File: src/rtl/mem_cyc_pkg.sv
// Shared state encoding and default DRAM timing constants for the cycle controller
// and the RAM sheet models.
package mem_cyc_pkg;

  typedef enum logic [2:0] {
    ST_IDLE    = 3'd0,
    ST_LATCH   = 3'd1,
    ST_ROW     = 3'd2,
    ST_COLSU   = 3'd3,
    ST_COL     = 3'd4,
    ST_PRE     = 3'd5,
    ST_REF_CAS = 3'd6,
    ST_REF_RAS = 3'd7
  } mem_cyc_state_e;

  localparam int unsigned RAS_CAS_CYC_DEF  = 2;
  localparam int unsigned CAS_CYC_DEF      = 2;
  localparam int unsigned PRE_CYC_DEF      = 2;
  localparam int unsigned REF_INTERVAL_DEF = 234;

  function automatic int unsigned max2(input int unsigned a, input int unsigned b);
    return (a > b) ? a : b;
  endfunction

endpackage

File: src/rtl/mem_cyc_refresh_timer.sv
// Free-running refresh interval timer: one-cycle tick every REF_INTERVAL cycles.
// Only generated when MEM_CYC_REFRESH_TIMER_EN is defined.
`ifdef MEM_CYC_REFRESH_TIMER_EN
module mem_cyc_refresh_timer #(
  parameter int unsigned REF_INTERVAL = 234
) (
  input  logic clk,
  input  logic rst,
  output logic tick
);

  localparam int unsigned TW = $clog2(REF_INTERVAL + 1);
  localparam logic [TW-1:0] RELOAD = TW'(REF_INTERVAL - 1);

  logic [TW-1:0] cnt;

  always_ff @(posedge clk) begin
    if (rst) begin
      cnt  <= RELOAD;
      tick <= 1'b0;
    end else if (cnt == '0) begin
      cnt  <= RELOAD;
      tick <= 1'b1;
    end else begin
      cnt  <= cnt - TW'(1);
      tick <= 1'b0;
    end
  end

endmodule
`endif

File: src/rtl/mem_dram_cycle_ctrl.sv
// DRAM cycle controller: access/CBR-refresh sequencing and row/column mux enables.
// Optional internal refresh timer enabled by MEM_CYC_REFRESH_TIMER_EN.
module mem_dram_cycle_ctrl
  import mem_cyc_pkg::*;
#(
  parameter int unsigned RAS_CAS_CYC  = RAS_CAS_CYC_DEF,
  parameter int unsigned CAS_CYC      = CAS_CYC_DEF,
  parameter int unsigned PRE_CYC      = PRE_CYC_DEF
`ifdef MEM_CYC_REFRESH_TIMER_EN
  ,
  parameter int unsigned REF_INTERVAL = REF_INTERVAL_DEF
`endif
) (
  input  logic sysclk,
  input  logic sys_rst,
  input  logic MREQ,
  input  logic WRITE,
  input  logic REFRQ,
  output logic BCGNT50,
  output logic LOEN_n,
  output logic HIEN_n,
  output logic RAS_n,
  output logic CAS_n,
  output logic WE_n,
  output logic MACK,
  output logic REFACK,
  output logic BUSY
);

  localparam int unsigned CW = $clog2(max2(RAS_CAS_CYC + CAS_CYC, PRE_CYC) + 1);
  typedef logic [CW-1:0] cnt_t;

  localparam cnt_t ROW_LD = cnt_t'(RAS_CAS_CYC - 1);
  localparam cnt_t COL_LD = cnt_t'(CAS_CYC - 1);
  localparam cnt_t PRE_LD = cnt_t'(PRE_CYC - 1);
  localparam cnt_t REF_LD = cnt_t'(RAS_CAS_CYC + CAS_CYC - 1);

  mem_cyc_state_e state, nxt_state;
  cnt_t           cnt, nxt_cnt;
  logic           wr_cap, nxt_wr;
  logic           ref_pend, ref_req, ref_start;

`ifdef MEM_CYC_REFRESH_TIMER_EN
  logic tmr_tick;

  mem_cyc_refresh_timer #(
    .REF_INTERVAL(REF_INTERVAL)
  ) u_refresh_timer (
    .clk (sysclk),
    .rst (sys_rst),
    .tick(tmr_tick)
  );

  assign ref_req = REFRQ | tmr_tick;
`else
  assign ref_req = REFRQ;
`endif

  // A request arriving in the same IDLE cycle is consumed directly, so refresh still wins over MREQ.
  assign ref_start = (state == ST_IDLE) && (ref_pend || ref_req);

  always_comb begin
    nxt_state = state;
    nxt_cnt   = cnt;
    nxt_wr    = wr_cap;
    unique case (state)
      ST_IDLE: begin
        if (ref_start) begin
          nxt_state = ST_REF_CAS;
          nxt_cnt   = '0;
        end else if (MREQ) begin
          nxt_state = ST_LATCH;
          nxt_cnt   = '0;
          nxt_wr    = WRITE;
        end
      end
      ST_LATCH: begin
        nxt_state = ST_ROW;
        nxt_cnt   = ROW_LD;
      end
      ST_ROW: begin
        if (cnt != '0) nxt_cnt = cnt - cnt_t'(1);
        else begin
          nxt_state = ST_COLSU;
          nxt_cnt   = '0;
        end
      end
      ST_COLSU: begin
        nxt_state = ST_COL;
        nxt_cnt   = COL_LD;
      end
      ST_COL: begin
        if (cnt != '0) nxt_cnt = cnt - cnt_t'(1);
        else begin
          nxt_state = ST_PRE;
          nxt_cnt   = PRE_LD;
        end
      end
      ST_PRE: begin
        if (cnt != '0) nxt_cnt = cnt - cnt_t'(1);
        else nxt_state = ST_IDLE;
      end
      ST_REF_CAS: begin
        nxt_state = ST_REF_RAS;
        nxt_cnt   = REF_LD;
      end
      ST_REF_RAS: begin
        if (cnt != '0) nxt_cnt = cnt - cnt_t'(1);
        else begin
          nxt_state = ST_PRE;
          nxt_cnt   = PRE_LD;
        end
      end
      default: begin
        nxt_state = ST_IDLE;
        nxt_cnt   = '0;
      end
    endcase
  end

  // Outputs are decoded from the next state so each one is registered yet aligned with its state.
  always_ff @(posedge sysclk) begin
    if (sys_rst) begin
      state    <= ST_IDLE;
      cnt      <= '0;
      wr_cap   <= 1'b0;
      ref_pend <= 1'b0;
      BCGNT50  <= 1'b0;
      LOEN_n   <= 1'b1;
      HIEN_n   <= 1'b1;
      RAS_n    <= 1'b1;
      CAS_n    <= 1'b1;
      WE_n     <= 1'b1;
      MACK     <= 1'b0;
      REFACK   <= 1'b0;
      BUSY     <= 1'b0;
    end else begin
      state    <= nxt_state;
      cnt      <= nxt_cnt;
      wr_cap   <= nxt_wr;
      ref_pend <= ref_start ? 1'b0 : (ref_pend | ref_req);
      BCGNT50  <= (nxt_state == ST_LATCH);
      LOEN_n   <= !(nxt_state == ST_ROW);
      HIEN_n   <= !(nxt_state == ST_COLSU || nxt_state == ST_COL);
      RAS_n    <= !(nxt_state == ST_ROW || nxt_state == ST_COLSU || nxt_state == ST_REF_RAS);
      CAS_n    <= !(nxt_state == ST_COL || nxt_state == ST_REF_CAS || nxt_state == ST_REF_RAS);
      WE_n     <= !(nxt_state == ST_COL && nxt_wr);
      MACK     <= (nxt_state == ST_COL) && (nxt_cnt == '0);
      REFACK   <= (nxt_state == ST_REF_RAS) && (nxt_cnt == '0);
      BUSY     <= (nxt_state != ST_IDLE);
    end
  end

endmodule
File: config.mk
export PLATFORM = sky130hd
export DESIGN_NAME = mem_dram_cycle_ctrl
export DESIGN_NICKNAME = d
export VERILOG_FILES = /design/src/rtl/mem_cyc_pkg.sv /design/src/rtl/mem_cyc_refresh_timer.sv /design/src/rtl/mem_dram_cycle_ctrl.sv
export SDC_FILE = /design/constraint.sdc
export NUM_CORES = 1
export LEC_CHECK = 0
export CAP_MARGIN = 20
export CORE_UTILIZATION = 43
export DETAILED_ROUTE_END_ITERATION = 10
export HOLD_SLACK_MARGIN = 0.03
export PLACE_DENSITY = 0.64
export SYNTH_ARGS = -nofsm -noshare
export SYNTH_HDL_FRONTEND = slang
export SYNTH_SLANG_ARGS = --single-unit
File: constraint.sdc
create_clock -name sysclk -period 6.4 [get_ports sysclk]
set_clock_uncertainty 0.05 [all_clocks]
set_input_delay 1.92 -clock sysclk [delete_from_list [all_inputs] [get_ports sysclk]]
set_output_delay 1.92 -clock sysclk [all_outputs]
set_load 0.02 [all_outputs]
**Run 1: placed standard cells**

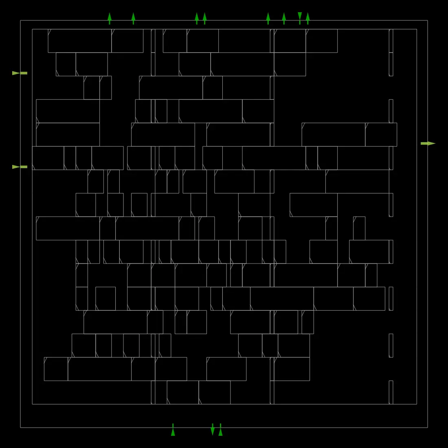
FILL cells: 198
Seq/total area: 33.0%

**Run 1: wiring heat map**

Scale: 8 px per um. 9 x 9 tiles, from dark purple (low) to yellow (high), scaled to the fullest tile. Values are wire area over tile area, all layers added.
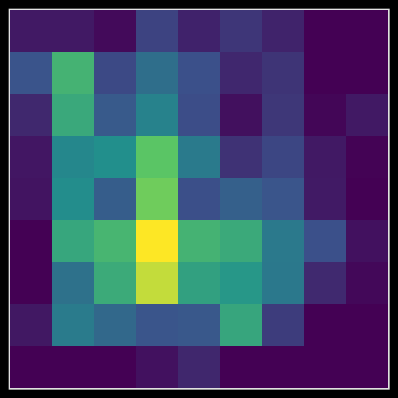
nearly empty tiles	22%
mean over tiles	0.12
tiles over half the peak	17%
densest ninth of the die	centre
emptiest ninth of the die	north-east
fullest tile	0.50
total global routing track utilization: 18.3%
Wirelength per Cell: 12.4 um
overall via count from detail_route: 765
overall routed net length: 1730 um

**Run 1: drive-strength map**

Scale: 6 px per um.
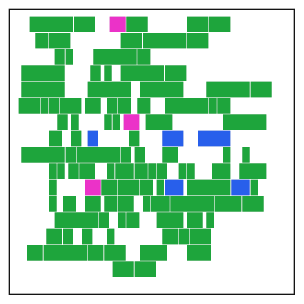
size	colour	cells	share
x3 and x4	magenta	3	2.7%
x2	blue	5	4.5%
x1 and smaller	green	104	93%
smallest setup slack after layout: 3.19 ns
area delta synth->final: 17.2%
non-clock buffer instance count of the final layout: 13

**Run 1: power grid**

Scale: 10 px per um. Pins as bars on the die edge.
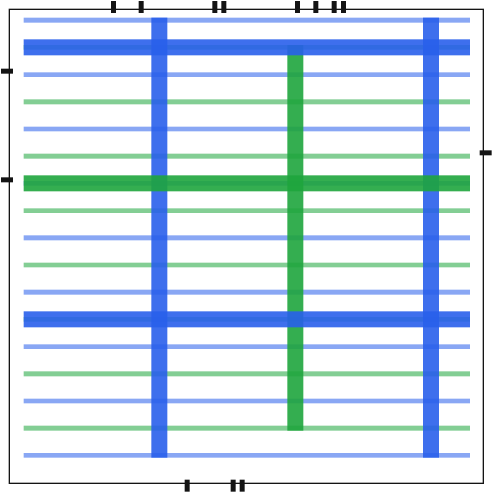
net	colour
VSS	blue
VDD	green
signal pins	14
met5 straps	3
rows	16
met1 rails	17
Die X-Extent: 47.3 um
die height: 47.3 um
Core ar.: 1940 sq um

==> run summary, run 1 <==
Latest figures from synthesis and place and route.

The capturing instance or port of the critical path is REFACK$_SDFF_PP0_. The number of cells in Yosys stat is 101. The post-CTS hold buffer count recorded in the log is 0. The synthesis run shows multiplexers occupying 3.55% of the cell area.

sky130_fd_sc_hd__dfxtp_1 is the most common cell in the netlist. For the worst flop-to-flop path, the logic depth is 10. The detail-routed via count per cell is 5.50. The analysis attributes to cell leakage a power of 0.420 nW. The sum of overflow across all layers after global routing is 0. Summing all placed instances gives a cell area of 1000 sq um. The share of synthesized registers carrying an async set or reset is 0%.

The terminating pin of the worst hold path is cnt[0]$_SDFF_PP0_. The number of global-route vias before repair is 636. Clock-pin slew was measured on the worst setup and hold paths at 0.10 ns. Once the clock tree was built, the resizer swapped 0 gates to a different size.

The number of nets in the synthesized netlist is 110. The longest clock path from root to sink contains 2 buffers. The run finished with clean final reports. The launch point of the worst min-delay path is recorded as cnt[0]$_SDFF_PP0_. The count of final hold-check violations is 0. At the end of the flow the core is filled with cells to 53.2%. The source of the critical timing path is REFRQ.

Yosys reports that the most numerous cell types are sky130_fd_sc_hd__dfxtp_1 (17), sky130_fd_sc_hd__nor2_1 (10), sky130_fd_sc_hd__nand2_1 (9), sky130_fd_sc_hd__a21oi_1 (6), sky130_fd_sc_hd__nor3_1 (5). The required time reported for the critical path endpoint is 6.55 ns. The post-synth area from yosys stat is 881 sq um.

The synthesized design devotes to its leading area cell type 38.6% of total area. CTS built an H-tree with a depth of 1. Among the non-sequential cells, simple AND/OR/NAND/NOR gates take the most area. In this run the register-to-register setup slack is 3.81 ns. The part of the cycle the worst path needs is 50.1%. The number of maximum-capacitance constraint violations is 0. Setup repair after global routing left no endpoint under its margin.

The finished cells cover 1030 sq um. The cell at the slowest stage of the critical path is sky130_fd_sc_hd__clkdlybuf4s50_1. In this run the core area contains 16 standard-cell rows. The cell count after synthesis is 101.

The initial antenna violation count is 0. The number of warning messages in the logs is 28. The post-route worst hold slack is 0.479 ns. Sorting the synthesized cells by area gives the leading types as sky130_fd_sc_hd__dfxtp_1 (39%), sky130_fd_sc_hd__ha_1 (5.7%), sky130_fd_sc_hd__nor2_1 (4.3%). The die covers 2230 sq um.

The detailed placer reported the number of placed instances as 135. The count of warnings emitted by yosys is 0. The fmax is 312 MHz. Counting flops with a built-in enable in the synthesized netlist gives 0. Across all checked pins, the minimum headroom to the slew limit is 54.0%. Entering global routing, the biggest net connects 22 pins. The type recorded for the worst min-delay path is reg2reg. Of the synthesized area, sequential elements account for 38.6%. In this run the critical path is formed by clkdlybuf4s50_1 -> nor4_1 -> a32o_1 -> o2bb2ai_2 -> nor3_2 -> and4bb_1. The TritonCTS buffer count is 3. The final max-slew violation count recorded for this run is 0. For the worst-skew pair, the clock arrives at the later sink with an insertion delay of 0.30 ns. The sum of negative setup slack is 0 ns.
-- run 1: cell usage in the layout, fill, tap and decap left out, types with 2 or more instances in the layout --
master,count
sky130_fd_sc_hd__mux2i_1,2
sky130_fd_sc_hd__o21ai_0,4
sky130_fd_sc_hd__nor2b_1,2
sky130_fd_sc_hd__nor3_1,5
sky130_fd_sc_hd__a31oi_1,2
sky130_fd_sc_hd__ha_1,4
sky130_fd_sc_hd__nor2_1,10
sky130_fd_sc_hd__or3_1,3
sky130_fd_sc_hd__a21oi_1,6
sky130_fd_sc_hd__inv_1,4
sky130_fd_sc_hd__a21o_1,3
sky130_fd_sc_hd__xnor2_1,2
sky130_fd_sc_hd__clkdlybuf4s50_1,13
sky130_fd_sc_hd__clkbuf_4,3
sky130_fd_sc_hd__nand2_1,9
sky130_fd_sc_hd__dfxtp_1,17
-- run 1: cell type report --
class / count / area (sq um) / share of cell area [%]
clock buffer: 3 / 22.5 / 2.18
clock inverter: 1 / 5.00 / 0.485
inverter: 4 / 15.0 / 1.45
multi-input combinational: 74 / 485 / 47.0
sequential: 17 / 340 / 33.0
tap: 27 / 33.8 / 3.27
timing repair buffer: 13 / 130 / 12.6
-- run 1: report_power, final --
group | switching [mW] | internal [mW]
Clock | 0.0362 | 0.0234
Sequential | 0.0464 | 0.137
Combinational | 0.137 | 0.123
Total | 0.220 | 0.283
-- run 1: per-layer routing --
| layer | GRT usage (%) | wire (um) |
|---|---|---|
| met5 | 0 | 0 |
| met4 | 6.86 | 38 |
| met3 | 3.46 | 64 |
| met2 | 27.9 | 823 |
| met1 | 25.4 | 798 |
-- run 1: worst max-delay path, delay by kind of cell --
| kind | cells | cell delay [ns] |
|---|---|---|
| simple gates | 3 | 0.63 |
| buf+inv | 1 | 0.42 |
| compound gates | 2 | 0.38 |
==> run 2, diff against run 1 <==
--- a/config.mk
+++ b/config.mk
@@ -9,7 +9,7 @@
 export CORE_UTILIZATION = 43
 export DETAILED_ROUTE_END_ITERATION = 10
 export HOLD_SLACK_MARGIN = 0.03
-export PLACE_DENSITY = 0.64
+export PLACE_DENSITY = 0.67
 export SYNTH_ARGS = -nofsm -noshare
 export SYNTH_HDL_FRONTEND = slang
 export SYNTH_SLANG_ARGS = --single-unit
==> constraint.sdc (replaced) <==
create_clock -name sysclk -period 2.9 [get_ports sysclk]
set_clock_uncertainty 0.05 [all_clocks]
set_input_delay 0.87 -clock sysclk [delete_from_list [all_inputs] [get_ports sysclk]]
set_output_delay 0.87 -clock sysclk [all_outputs]
set_load 0.02 [all_outputs]
**Run 2: drive-strength map**

Scale: 6 px per um.
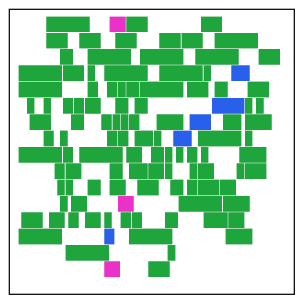
size	colour	cells	share
x1 and smaller	green	104	93%
x2	blue	5	4.5%
x3 and x4	magenta	3	2.7%
final standard cell area without fillers: 1030 sq um
smallest setup slack after layout: 0.325 ns

==> run summary, run 2 <==
Latest figures from synthesis and place and route.

The cell count after synthesis is 101 (unchanged). Signal nets in the final route climb as high as met4. The average wire length per cell after detail routing was 12.6 um (+1.9%). The number of inverters outside the clock class in the layout is 4 (unchanged). The part of the power in registers is 36.5% (about the same). The share of total power consumed by net switching is 43.4% (-0.30 points). The multiplexer fraction of the synthesized cell area is 3.55% (unchanged). The count of final hold-check violations is 0 (unchanged).

The tap cell instance count is 27 (unchanged). The relative area change from synthesis to final layout is 17.2% (unchanged). Setup repair after global routing left no endpoint under its margin. The total number of cells along the worst setup path is 10 (+4). The report lists the cells along the critical path as inv_1 -> ha_1 -> nor2b_2 -> inv_1 -> ha_1 -> mux2_1 -> a311o_1 -> o21ai_2 -> nor3_2 -> and4bb_1.

The count of sequential standard cells is 17 (unchanged). The number of buffers between clock root and the deepest sink is 2 (unchanged). The met3 layer usage reported by global route is 2.31% (-1.2 points). The post-synth area from yosys stat is 881 sq um (unchanged). The TritonCTS buffer count is 3 (unchanged). The H-tree depth came to 1 (unchanged).

The global-route track usage on met2 is 28.5% (+0.55 points). The non-clock buffering overhead in the final layout was 12.6% (unchanged). The critical path's slowest stage uses the library cell sky130_fd_sc_hd__a311o_1. The via count is 730 (-4.6%). The amount of wire on met2 after detailed routing came to 813 um (-1.2%). The startpoint identified for the worst hold timing path is cnt[0]$_SDFF_PP0_.

The worst hold path terminates at cnt[0]$_SDFF_PP0_. The number of cells in Yosys stat was 101 (unchanged). The sequential cell power came to 403 uW (+120%). The reported combinational group power is 570 uW (+120%). The length of routed met3 wiring is 37 um (-42%). The most common cell in the synthesized netlist is sky130_fd_sc_hd__dfxtp_1.

The most common logic cell in the routed design is sky130_fd_sc_hd__dfxtp_1. The cell area after placement is 1000 sq um (unchanged). The internal power component is 625 uW (+120%). The fraction of power consumed by combinational cells came to 51.6% (about the same). The total area of multi-input combinational cells came to 485 sq um (unchanged). The number of maximum-capacitance constraint violations is 0 (unchanged).

The die outline area is 2230 sq um (unchanged). The height of the chip came to 47.3 um (unchanged). The register share of the cell area was 33.0% (unchanged). By area, the class that comes first in the final layout consists of logic gates. Checking hold timing, the worst path is listed with class reg2reg.

The number of warning messages in the logs came to 28 (unchanged). The clock network power is 131 uW (+120%). The flow ran to the end, and the final reports show no timing, DRC or antenna violations. By instance count after routing, the leading logic cell types are sky130_fd_sc_hd__dfxtp_1 (17), sky130_fd_sc_hd__clkdlybuf4s50_1 (13), sky130_fd_sc_hd__nor2_1 (10). The number of nets in the synthesized netlist is 110 (unchanged). The total count of max-transition violations in the final report is 0 (unchanged). The sequential cell area fraction in the yosys report came to 38.6% (unchanged). The detailed-routing wirelength on met1 is 849 um (+6.4%). The number of hold-repair buffers added at the cts stage is 0 (unchanged). The static leakage power came to 0.420 nW (unchanged). The sum of overflow across all layers after global routing is 0 (unchanged).

After synthesis, the largest family of logic cells by area is simple AND/OR/NAND/NOR gates. The flip-flop and latch area is 340 sq um (unchanged). The wire length after detailed routing is 1760 um (+1.9%). The all-layer global routing usage is 17.6% (-0.72 points). The met1 capacity usage during global routing is 20.7% (-4.7 points). For reference, the top cells by count after synthesis are sky130_fd_sc_hd__dfxtp_1 (17), sky130_fd_sc_hd__nor2_1 (10), sky130_fd_sc_hd__nand2_1 (9), sky130_fd_sc_hd__a21oi_1 (6), sky130_fd_sc_hd__nor3_1 (5). The share of synthesized registers carrying an async set or reset is 0% (unchanged). The sum of negative setup slack is 0 ns (unchanged). The max-slew headroom at the worst pin is 57.3% (+3.3 points).

Per STA, the worst path accumulates the most delay in the family simple AND/OR/NAND/NOR gates. The relative area of clock buffers and inverters in the final design is 2.67% (unchanged). The x dimension of the die came to 47.3 um (unchanged). The filler cell count is 210 (+6.1%). The quantity of gates resized following cts is 0 (unchanged). Max fanout on the critical path was recorded as 8. The number of standard-cell rows in the floorplan is 16 (unchanged). The layout clock buffer count is 3 (unchanged).

The power group with the largest share is combinational cells. The detail-routed via count per cell came to 5.25 (-4.6%). The buffers plus inverters on the worst setup path came to 2 (+1). The number of enable-type register cells in the synthesized netlist is 0 (unchanged).

The switching power is 479 uW (+120%). The number of cells traversed by the worst register-to-register path is 10 (unchanged). The number of global-route vias before repair is 638 (+0.31%). The register-to-register setup slack came to 0.33 ns (-3.48 ns).
[run 2: cell counts in the layout (fill, tap and decap cells not counted)]
Identical to the previous run, type by type.
[run 2: kinds of logic after synthesis]
| group | after synthesis |
|---|---|
| adder cells (fa/ha/maj) | 4 |
| flip-flops | 17 |
| multiplexers | 3 |
| XOR/XNOR | 2 |
| AND-OR/OR-AND | 24 |
| buffers and inverters | 10 |
| AND/OR/NAND/NOR | 41 |
[run 2: through the flow]
| step | setup WS (ns) | power (mW) | cells | util, % | hold slack, ns |
|---|---|---|---|---|---|
| 5_1_grt | 0.153 | 1.19 | 139 | 53.2 | 0.473 |
| 4_1_cts | 0.302 | 1.12 | 139 | 53.2 | 0.458 |
| 3_5_place_dp | 0.328 | 0.981 | 135 | 51.7 | 0.442 |
| 3_3_place_gp | 0.387 | 0.959 | 135 | 51.7 | 0.446 |
| 2_1_floorplan | 0.609 | 0.846 | 101 | - | 0.417 |
| 6_report | 0.325 | 1.10 | 139 | 53.2 | 0.449 |
[run 2: tightest hold or removal path, stage by stage (launching register included)]
cell and delay, ns:
sky130_fd_sc_hd__dfxtp_1 0.35, sky130_fd_sc_hd__nand2_1 0.06, sky130_fd_sc_hd__a21oi_1 0.05
[run 2: worst max path at each step]
stage                         to         startpoint
2_1_floorplan  REFACK$_SDFF_PP0_  cnt[0]$_SDFF_PP0_
3_3_place_gp   REFACK$_SDFF_PP0_  cnt[0]$_SDFF_PP0_
3_5_place_dp   REFACK$_SDFF_PP0_  cnt[0]$_SDFF_PP0_
4_1_cts        REFACK$_SDFF_PP0_  cnt[0]$_SDFF_PP0_
5_1_grt        REFACK$_SDFF_PP0_  cnt[0]$_SDFF_PP0_
6_report       REFACK$_SDFF_PP0_  cnt[0]$_SDFF_PP0_
No activity file was given, so power comes from the tool's default toggle rates.
